File: src/rtl/count_down_timer.sv
// Loadable down-counting timer with one-shot/auto-reload expiry and pause/resume.
// Latency: y, busy, paused and done are registered; load/start take effect at the next edge.
// Backpressure: load_ready drops while running; loads offered in RUN are not accepted.
module count_down_timer #(
  parameter int WIDTH = 8
) (
  input  logic             clk,
  input  logic             res,
  input  logic             load_valid,
  output logic             load_ready,
  input  logic [WIDTH-1:0] load_value,
  input  logic             auto_reload,
  input  logic             start,
  input  logic             stop,
  output logic [WIDTH-1:0] y,
  output logic             busy,
  output logic             paused,
  output logic             done
);

  typedef enum logic [1:0] {
    IDLE  = 2'd0,
    RUN   = 2'd1,
    PAUSE = 2'd2
  } state_t;

  state_t           state_q, state_d;
  logic [WIDTH-1:0] y_q, y_d;
  logic [WIDTH-1:0] reload_q, reload_d;
  logic             done_q, done_d;

  logic             load_fire;
  logic [WIDTH-1:0] y_eff;

  // Handshake: a load is accepted whenever the timer is not counting.
  always_comb begin
    load_ready = (state_q != RUN);
    load_fire  = load_valid && load_ready;
    y_eff      = load_fire ? load_value : y_q;
  end

  // Next-state and datapath: loads, start/stop arbitration, decrement and expiry.
  always_comb begin
    state_d  = state_q;
    y_d      = y_q;
    reload_d = reload_q;
    done_d   = 1'b0;
    case (state_q)
      IDLE, PAUSE: begin
        if (load_fire) begin
          y_d      = load_value;
          reload_d = load_value;
        end
        // stop only blocks a start when paused; in IDLE stop has no meaning.
        if (start && (y_eff != '0) && !(state_q == PAUSE && stop)) begin
          state_d = RUN;
        end
      end
      RUN: begin
        if (stop) begin
          // Pause wins over expiry, so y may legitimately hold at 1.
          state_d = PAUSE;
        end else if (y_q > WIDTH'(1)) begin
          y_d = y_q - WIDTH'(1);
        end else if (y_q == WIDTH'(1)) begin
          done_d = 1'b1;
          if (auto_reload) begin
            y_d = reload_q;
          end else begin
            y_d     = '0;
            state_d = IDLE;
          end
        end else begin
          // y==0 cannot be held in RUN; recover to IDLE without wrapping.
          state_d = IDLE;
        end
      end
      default: begin
        state_d = IDLE;
      end
    endcase
  end

  // State and datapath registers with synchronous reset.
  always_ff @(posedge clk) begin
    if (res) begin
      state_q  <= IDLE;
      y_q      <= '0;
      reload_q <= '0;
      done_q   <= 1'b0;
    end else begin
      state_q  <= state_d;
      y_q      <= y_d;
      reload_q <= reload_d;
      done_q   <= done_d;
    end
  end

  // Status outputs follow the registered state directly.
  always_comb begin
    y      = y_q;
    busy   = (state_q == RUN);
    paused = (state_q == PAUSE);
    done   = done_q;
  end

endmodule
File: config.mk
export PLATFORM = sky130hd
export DESIGN_NAME = count_down_timer
export DESIGN_NICKNAME = d
export VERILOG_FILES = /design/src/rtl/count_down_timer.sv
export SDC_FILE = /design/constraint.sdc
export NUM_CORES = 1
export LEC_CHECK = 0
export CORE_MARGIN = 3
export CORE_UTILIZATION = 45
export DETAILED_ROUTE_END_ITERATION = 16
export PLACE_DENSITY = 0.77
export SLEW_MARGIN = 15
export SYNTH_ARGS = -nofsm -noshare
export SYNTH_HDL_FRONTEND = slang
export SYNTH_SLANG_ARGS = --single-unit
File: constraint.sdc
create_clock -name clk -period 2.5 [get_ports clk]
set_clock_uncertainty 0.2 [all_clocks]
set_input_delay 0.375 -clock clk [delete_from_list [all_inputs] [get_ports clk]]
set_output_delay 0.375 -clock clk [all_outputs]
set_load 0.01 [all_outputs]
Figure 1. I/O pins on the die edge (run 1).
Pins as bars across the die edge, other pins in gray.
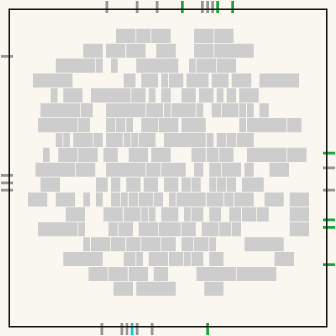
legend:
  cyan:
    port: paused
    pins: 1
    direction: output
    edge: south
  green:
    port: y
    pins: 8
    direction: output
    edge: 4 east, 3 north, 1 south
number of port buffers: 25
horizontal die dimension: 57.77 um

Figure 2. Routing congestion (run 1).
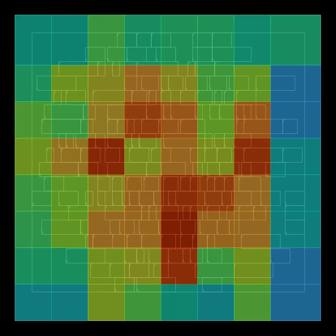
met1 routing resource usage after global routing: 0.3015
total routing resource utilization after global routing: 0.2086

Figure 3. Metal layers overlaid (run 1).
Only two layers are drawn.
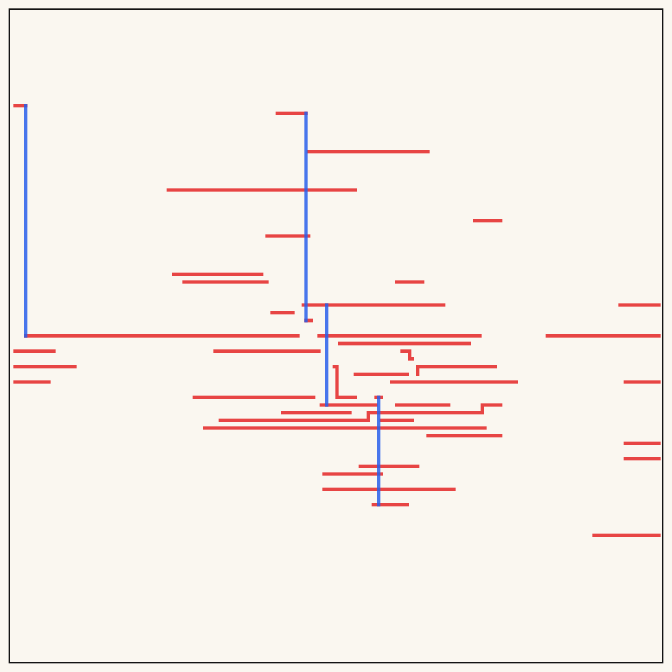
legend:
  blue:
    layer: metal 4
    wire_length: 57.1 um
  red:
    layer: metal 3
    wire_length: 307 um
total wire length after detailed routing: 3289 um
vias: 1,242

==> notes.md, run 1 <==
Summary of the current implementation state.

- The run finished with clean final reports.
- Across the run, the number of max-cap violations was 0.
- In the Yosys stats the netlist draws on 42 distinct library cells.
- Between the synthesized netlist and the finished layout, the area growth was recorded as 30.19%.
- The end of the worst hold path is reload_q[2], for reference.
- The wire length of the first global-routing pass is 5513 um, for reference.
- The total overflow left after global routing is 0.
- After legalization and detailed placement, the total HPWL measured 2444 um.
- The launching element of the worst setup path is y[1], for reference.
- The largest area contributor in the synthesized netlist is sky130_fd_sc_hd__dfxtp_1, for reference.
- The cell leakage power is 0.6206 nW, for reference.
- The CTS tree is built, for reference.
- The post-synthesis register bit count is 19, for reference.
- The area share of the largest cell type after synthesis is 0.3154, for reference.
- The most numerous cell type found on the critical path is sky130_fd_sc_hd__buf_4.
- Using the TritonRoute via totals, the vias-per-cell ratio works out to 6.059.
- The buffer-and-inverter tally for the worst setup path is 3, for reference.
- The sequential cell area fraction in the yosys report is 0.3154, for reference.
- The core utilization before placement is 0.4782, for reference.
- The average instance in the mapped netlist occupies 8.318 um^2.
- No sink is reached through more buffers than the 2 on the longest clock path.
- The capturing element type of the critical path is a flip-flop, for reference.
- Of the total synthesized cell area, the portion taken by full adders, half adders and majority gates is 0.02075.
- The clock drives 19 sinks.
- Entering global routing, the biggest net connects 18 pins.
- Across all checked pins, the minimum headroom to the slew limit is 0.5668.
- The final count of pins violating max slew is 0, for reference.
- Per the post-route antenna check, the number of violating nets is 0.
- The number of warnings in the stage logs is 27, for reference.
- The maximum level of the CTS H-tree is 1, for reference.
- The class of the most critical hold timing path is reg -> reg, for reference.
- In the setup report, the worst path falls into the class reg -> reg.
- The critical path runs through a total of 9 cells.
- The capture point of the worst register-to-register path is recorded as y[3].
- Endpoints failing hold in the final report were tallied at 0.
- The routability congestion estimate is 0.9537, for reference.
- The total die size is 0.003337 mm^2, for reference.
- The master cell of the clock root buffer is sky130_fd_sc_hd__clkbuf_4, for reference.
- Final hold analysis gives a worst-case slack of a little over 0.3 ns.
- The pre-antenna-repair detailed-routing pass consisted of 4 iterations.
- In the post-synthesis netlist, the biggest area contributors are sky130_fd_sc_hd__dfxtp_1 (32%), sky130_fd_sc_hd__mux2i_1 (12%), sky130_fd_sc_hd__nor2_1 (5.9%).
- The initial antenna violation count came to 0.
- For reference, the top cells by count after synthesis are sky130_fd_sc_hd__dfxtp_1 (19), sky130_fd_sc_hd__nor2_1 (19), sky130_fd_sc_hd__mux2i_1 (15).
- The detailed-route wire length per cell is 16.04 um, for reference.
- The number of cells on the worst hold path is 2, for reference.
- In this run the cell area of the synthesized design comes to 0.001206 mm^2.
- Ranking logic cells in the layout by count gives the top entries sky130_fd_sc_hd__clkdlybuf4s50_1 (25), sky130_fd_sc_hd__nor2_1 (18), sky130_fd_sc_hd__dfxtp_1 (18), sky130_fd_sc_hd__mux2i_1 (15), sky130_fd_sc_hd__buf_4 (13).
- The flow reports an fmax of 431.7 MHz.
- The initialized floorplan defines 18 standard-cell rows.
- The leading cell type in the layout, fill and taps excluded is sky130_fd_sc_hd__clkdlybuf4s50_1, for reference.
- The antenna diode count is 0, for reference.
- For the worst reg-to-reg path, the startpoint reported by OpenROAD is y[1].
- The worst-margin pin slew is 0.6477 ns, for reference.
- The hold buffer count at CTS is 0, for reference.
- For this run, the share of the core covered by cells in the final layout is 0.6225.
- The fraction of final layout cells sized beyond drive strength 1 is 0.1486, for reference.
- The startpoint of the worst hold path is reload_q[2], for reference.
- The most critical setup path has its endpoint at y[3].
- The stat command in Yosys gives a chip area of approximately 0.0012 mm^2.
- The number of DRC markers after the initial detailed-route iteration is 78, for reference.
- The nature of the critical path startpoint is a flip-flop, for reference.
- Of the total synthesized cell area, the portion taken by AND, OR, NAND and NOR gates is 0.2199.
- On the worst setup and hold paths after CTS, the clock-pin slew comes to 0.12 ns.
- The final timing report derives a shortest allowable period of approximately 2.3 ns.
- Per the TritonCTS log, the buffer count is 3.
- The number of cell instances on the worst register-to-register path is 9, for reference.
- In the synthesized netlist the dominant register cell turns out to be sky130_fd_sc_hd__dfxtp_1.
- The analysis reports a worst IR drop on VDD of about 0.38 mV.
- After synthesis, the share of flip-flops with an asynchronous set or reset is 0.
- The dominant delay contributor by cell family on the critical path is simple AND/OR/NAND/NOR gates, for reference.
- Clock latency on the worst-skew pair, taken at its later pin, is 0.31 ns.
- The largest single stage delay on the critical path is 0.42 ns.
- Total power normalized to cell area comes to 697.8 mW/mm^2.
- The number of instances in the synthesized netlist is between 100 and 150, for reference.
- For reference, the mux area share after synthesis is 0.1245.
- The critical path goes through inv_1 > ha_1 > nor2_2 > nor4_4 > buf_4 > buf_4 > and3_1 > o311ai_1 > a21oi_1.
- The via count of the first global-routing pass is 1,132, for reference.
- The script parses the final routing iteration and logs DRC violations as 0.
- Counting every net in the synthesized netlist gives between 150 and 200.
- The largest fanout on the critical path is 9, for reference.
- Setup repair after global routing left no endpoint under its margin.
- In this run the register-to-register setup slack is approximately 0.18 ns.
- Of the total synthesized cell area, the portion taken by AND-OR and OR-AND cells is 0.2365.
- The share of the clock period used by the worst path after layout is 0.9265, for reference.
- In this run the standard cell core region covers 0.002522 mm^2.
- Setup total negative slack on the finished layout was measured at 0 ns.
- The Yosys warning count is 0, for reference.
- The endpoint arrival time on the critical path is ~2.3 ns, for reference.
- For this run, the post-layout net count is 192.
- The parity-gate share of the synthesized area counting xor and xnor cells is 0.01452, for reference.
- STA puts the critical path data required time at 2.48 ns.
- The final setup violation count is 0, for reference.
- Yosys shows that the main logic family after synthesis is AND-OR/OR-AND gates.
run 1: final cells by class:
class	count	area [um^2]	area share
sequential	19	381.6	0.2430
tap	30	37.54	0.02390
multi-input combinational	109	757.0	0.4821
inverter	5	18.77	0.01195
timing repair buffer	38	347.8	0.2215
clock buffer	3	22.52	0.01434
clock inverter	1	5.005	0.003187
run 1: worst register-to-register path, cell delays in order (launching register included):
cell                       delay [ns]
sky130_fd_sc_hd__dfxtp_1         0.42
sky130_fd_sc_hd__inv_1           0.11
sky130_fd_sc_hd__ha_1            0.31
sky130_fd_sc_hd__nor2_2          0.22
sky130_fd_sc_hd__nor4_4          0.06
sky130_fd_sc_hd__buf_4           0.18
sky130_fd_sc_hd__buf_4           0.14
sky130_fd_sc_hd__and3_1          0.19
sky130_fd_sc_hd__o311ai_1        0.27
sky130_fd_sc_hd__a21oi_1         0.10
run 1: state kept, by name, summed over array words and instances (netlist names):
signal    cells
state_q       2
y             8
reload_q      8
done          1
run 1: where the power goes:
group	internal [W]	leakage (nW)	total [W]	switching [W]
clock network	0.0000598	0.0177	0.000164	0.000104
registers	0.000341	0.157	0.000399	0.0000578
logic	0.000270	0.446	0.000533	0.000263
total	0.000671	0.621	0.00110	0.000425
run 1: through the flow:
step                      area (um^2)  instances  setup WS [ns]
after CTS                        1525        201        0.09973
after floorplan                  1206        145         0.3117
final                            1570        205         0.1836
after global placement           1498        197        0.09939
after detailed placement         1498        197         0.1045
after global routing             1570        205        0.06242
run 1: what timing repair did:
item,4_1_cts,5_1_grt
resized,0,4
endpoints found under the setup margin,0,7
buffers inserted,0,4
run 1: layer usage:
metal,up-vias,track usage,share of wire
met5,-,0,0
met4,0,0.06954,0.017
met3,8,0.02227,0.093
met2,75,0.3226,0.45
met1,563,0.3015,0.43
li1,596,-,-
Figure 4. Signal wires on met3 (run 1).
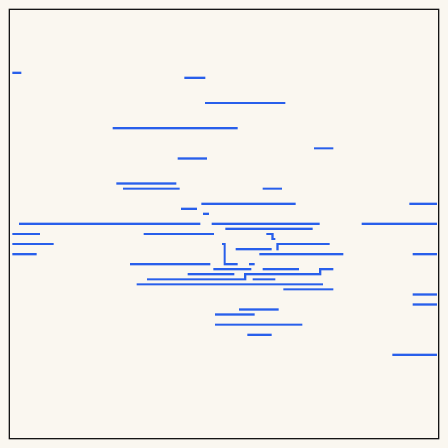

==> inputs of run 2 (changes only) <==
- clock period: 2.5 -> 2.25 ns (I/O delays scaled with it)
Figure 5. Signal wires on met3 (run 2).
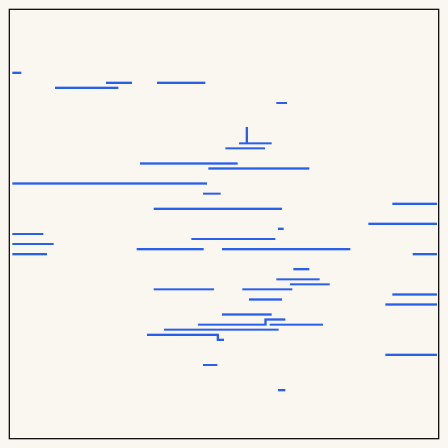
share of all routed wire: 8.1%
main direction: horizontal
longest straight run: 26.0 um

Figure 6. Metal layers overlaid (run 2).
Only two layers are drawn.
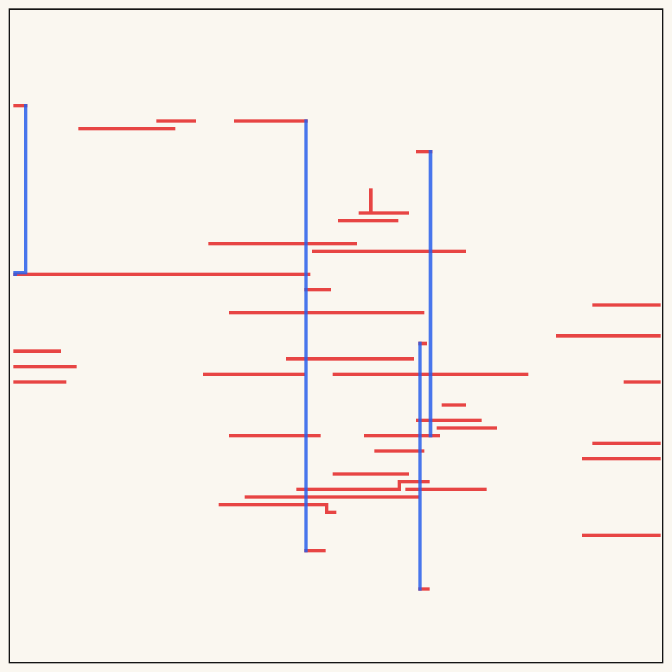
legend:
  blue:
    layer: metal 4
    wire_length: 101 um
  red:
    layer: metal 3
    wire_length: 274 um
total routing resource utilization after global routing: 0.2013
total wire length after detailed routing: 3388 um
average wire per cell in the routed design: 15.98 um
vias: 1,268

==> run 2 against run 1 <==
  * Area after synthesis stayed put
  * Design area grew 3.9%
  * Largest cell class unchanged
  * Worst setup slack got worse by 0.18 ns
  * Sequential power is 7.3% higher
  * Clock-buffer cell count increased by 1
  * Combinational power rose by 22%
  * Largest power group unchanged
  * Cell count increased by 3.4%
==> notes.md, run 2 <==
Summary of the current implementation state.

- The capturing element type of the critical path is a flip-flop, for reference.
- The critical path goes through or4_4 > nor4_4 > buf_4 > nand3_2 > a221o_1 > a21oi_2.
- The total die size is 0.003337 mm^2 (unchanged), for reference.
- The max-cap violation count is 0 (unchanged), for reference.
- The utilization after layout is 0.6468 (+0.02431), for reference.
- The number of detailed-route iterations in the first pass is 4 (unchanged), for reference.
- The final design instance area without fill is 0.001632 mm^2 (+3.9%), for reference.
- The met3 routed wirelength is 274 um (-11%), for reference.
- The post-route worst hold slack is 0.3003 ns (-0.003547 ns), for reference.
- The clock input transition at the sequential cells of the worst setup and hold paths is 0.11 ns (about the same), for reference.
- The detailed-routing wirelength on met1 is 1452 um (+1.6%), for reference.
- The worst-case setup slack after placement came to -0.005582 ns (-0.1101 ns).
- The endpoint arrival time on the critical path is 2.29 ns (about the same), for reference.
- The die outline width is 57.77 um (unchanged), for reference.
- The final number of hold-violating endpoints is 0 (unchanged).
- The sequential cell area fraction in the yosys report is 0.3154 (unchanged), for reference.
- In the layout the commonest cells are sky130_fd_sc_hd__clkdlybuf4s50_1 (25), sky130_fd_sc_hd__buf_4 (20), sky130_fd_sc_hd__nor2_1 (18), sky130_fd_sc_hd__dfxtp_1 (17), sky130_fd_sc_hd__mux2i_1 (15).
- The minimum period implied by the final worst setup slack is 2.247 ns (-0.06925 ns), for reference.
- The Yosys warning count is 0 (unchanged), for reference.
- The total clock buffers created by CTS was 3 (unchanged).
- The master cell of the clock root buffer is sky130_fd_sc_hd__clkbuf_4, for reference.
- The power density over cell area came to 771.5 mW/mm^2 (+11%).
- TritonCTS built the clock tree.
- The launching element of the worst setup path is y[4], for reference.
- The number of nets at the end of the flow came to 199 (+3.6%).
- The wire length of the first global-routing pass is 5209 um (-5.5%), for reference.
- The antenna diode count is 0 (unchanged), for reference.
- The placed instance count was 204 (+3.6%).
- The area share of the largest cell type after synthesis came to 0.3154 (unchanged).
- The maximum level of the CTS H-tree was 1 (unchanged).
- The fraction of final layout cells sized beyond drive strength 1 is 0.2033 (+0.05473).
- The row count was 18 (unchanged).
- The critical path required time is 2.30 ns (-0.18 ns).
- The async set-or-reset flop fraction in the synthesized netlist is 0 (unchanged).
- The number of warnings in the stage logs came to 28 (+3.7%).
- The number of routed nets with antenna violations is 0 (unchanged).
- The count of different cell masters after synthesis was 42 (unchanged).
- The initial antenna violation count is 0 (unchanged).
- The cell leakage power is 0.6510 nW (+4.9%), for reference.
- The highest routed metal layer is met4, for reference.
- The met2 wirelength from detailed routing is 1561 um (+4.3%).
- The nature of the critical path startpoint is a flip-flop, for reference.
- The layout overhead on the synthesized area is 35.27%, for reference.
- The final setup violation count is 0 (unchanged), for reference.
- The critical register-to-register path endpoint is y[4], for reference.
- The flow ran to the end, and the final reports show no timing, DRC or antenna violations.
- The synthesized net count is 161 (unchanged).
- The routability congestion estimate is 0.8957 (-6.1%).
- The number of buffers on the longest clock path came to 2 (unchanged).
- The via count of the first global-routing pass came to 1,108 (-2.1%).
- The residual DRC count is 0 (unchanged), for reference.
- The number of instances in the synthesized netlist was 145 (unchanged).
- The number of cell instances on the worst register-to-register path is 6 (-3), for reference.
- The core footprint is 0.002522 mm^2 (unchanged), for reference.
- For the worst reg-to-reg path, the startpoint reported by OpenROAD is y[4].
- The maximum number of pins on one net before global-route repair came to 15 (-3).
- The insertion delay of the later-clocked pin in the worst-skew pair is 0.31 ns (about the same).
- The non-filler instance count after layout is 212 (+3.4%).
- The core utilization before placement is 0.4782 (unchanged), for reference.
- The reg2reg setup slack was 0.003 ns (-0.18 ns).
- The highest clock frequency the design can meet is 445.0 MHz (+3.1%).
- The setup slack of the critical path after layout is 0.002877 ns (-0.1808 ns), for reference.
- The routed via count divided by cell count is 5.981 (-1.3%), for reference.
- The total standard cell area after synthesis came to 0.001206 mm^2 (unchanged).
- The total number of clock tree sinks is 19 (unchanged), for reference.
- The number of DRC markers after the initial detailed-route iteration is 43 (-45%), for reference.
- The setup TNS after final layout is 0 ns (unchanged).
- The final count of pins violating max slew was 0 (unchanged).
- The largest fanout on the critical path was 3 (-6).
- The share of the clock period used by the worst path after layout is 0.9987 (+0.07217).
- The delay contributed by the slowest stage of the critical path came to 0.56 ns (+0.14 ns).
- The synthesis area per yosys is 0.001206 mm^2 (unchanged), for reference.
- The tally of buffers added on design ports is 25 (unchanged), for reference.
- The maximum ir drop on the vdd rail is 0.4992 mV (+32%), for reference.
- The path class of the tightest hold or removal check is reg -> reg.
- The hold buffer count at CTS is 0 (unchanged), for reference.
- Counting instances in the post-synthesis netlist gives the leading cell types as sky130_fd_sc_hd__dfxtp_1 (19), sky130_fd_sc_hd__nor2_1 (19), sky130_fd_sc_hd__mux2i_1 (15).
- The worst relative slew slack is 0.6300 (+0.06320), for reference.
- The overall overflow remaining after global route came to 0 (unchanged).
- Setup repair after global routing could not meet its margin everywhere.
- The synthesized area per cell came to 8.318 um^2 (unchanged).
run 2: how the worst min path moves through the flow:
stage | startpoint | to | slack, ns | cells past startpoint
2_1_floorplan | stop | done | 0.21 | 1
3_3_place_gp | reload_q[2] | reload_q[2] | 0.27 | 2
3_5_place_dp | reload_q[3] | reload_q[3] | 0.28 | 2
4_1_cts | reload_q[3] | reload_q[3] | 0.30 | 2
5_1_grt | reload_q[6] | reload_q[6] | 0.35 | 2
6_report | reload_q[2] | reload_q[2] | 0.30 | 2
run 2: area by class of cell:
cell class | instances | area [um^2]
Clock buffer | 4 | 26.28
Fill cell | 228 | 890.9
Inverter | 5 | 18.77
Multi-Input combinational cell | 109 | 765.7
Sequential cell | 19 | 382.9
Tap cell | 30 | 37.54
Timing Repair Buffer | 45 | 400.4
run 2: timing repair:
action	in CTS	in global routing
setup endpoints to repair	3	9
gates resized	2	7
buffers inserted	1	3
pin swaps	0	6
run 2: per-layer routing:
metal	up-vias	global-route usage
met5	-	0
met3	9	0.04232
met1	586	0.2773
li1	613	-
met4	0	0.08940
met2	60	0.3016
run 2: critical path: cells and delay by family, from the launching register on:
family          cells  cell delay, ns
compound gates      2            0.47
buf+inv             1            0.18
flops               1            0.34
simple gates        3            1.00
run 2: kinds of logic after synthesis:
group / count (synthesis) / share of synthesized area
simple gates: 49 / 0.2199
compound gates: 41 / 0.2365
flops: 19 / 0.3153
buf+inv: 17 / 0.06847
mux: 15 / 0.1245
xor+xnor: 2 / 0.01453
fa+ha+maj: 2 / 0.02074
run 2: power by group:
part / leakage (nW) / switching (W) / internal (W)
combinational: 0.479 / 0.000317 / 0.000332
sequential: 0.157 / 0.0000485 / 0.000380
clock: 0.0150 / 0.000113 / 0.0000694
total: 0.651 / 0.000478 / 0.000781
No activity file was given, so power comes from the tool's default toggle rates.
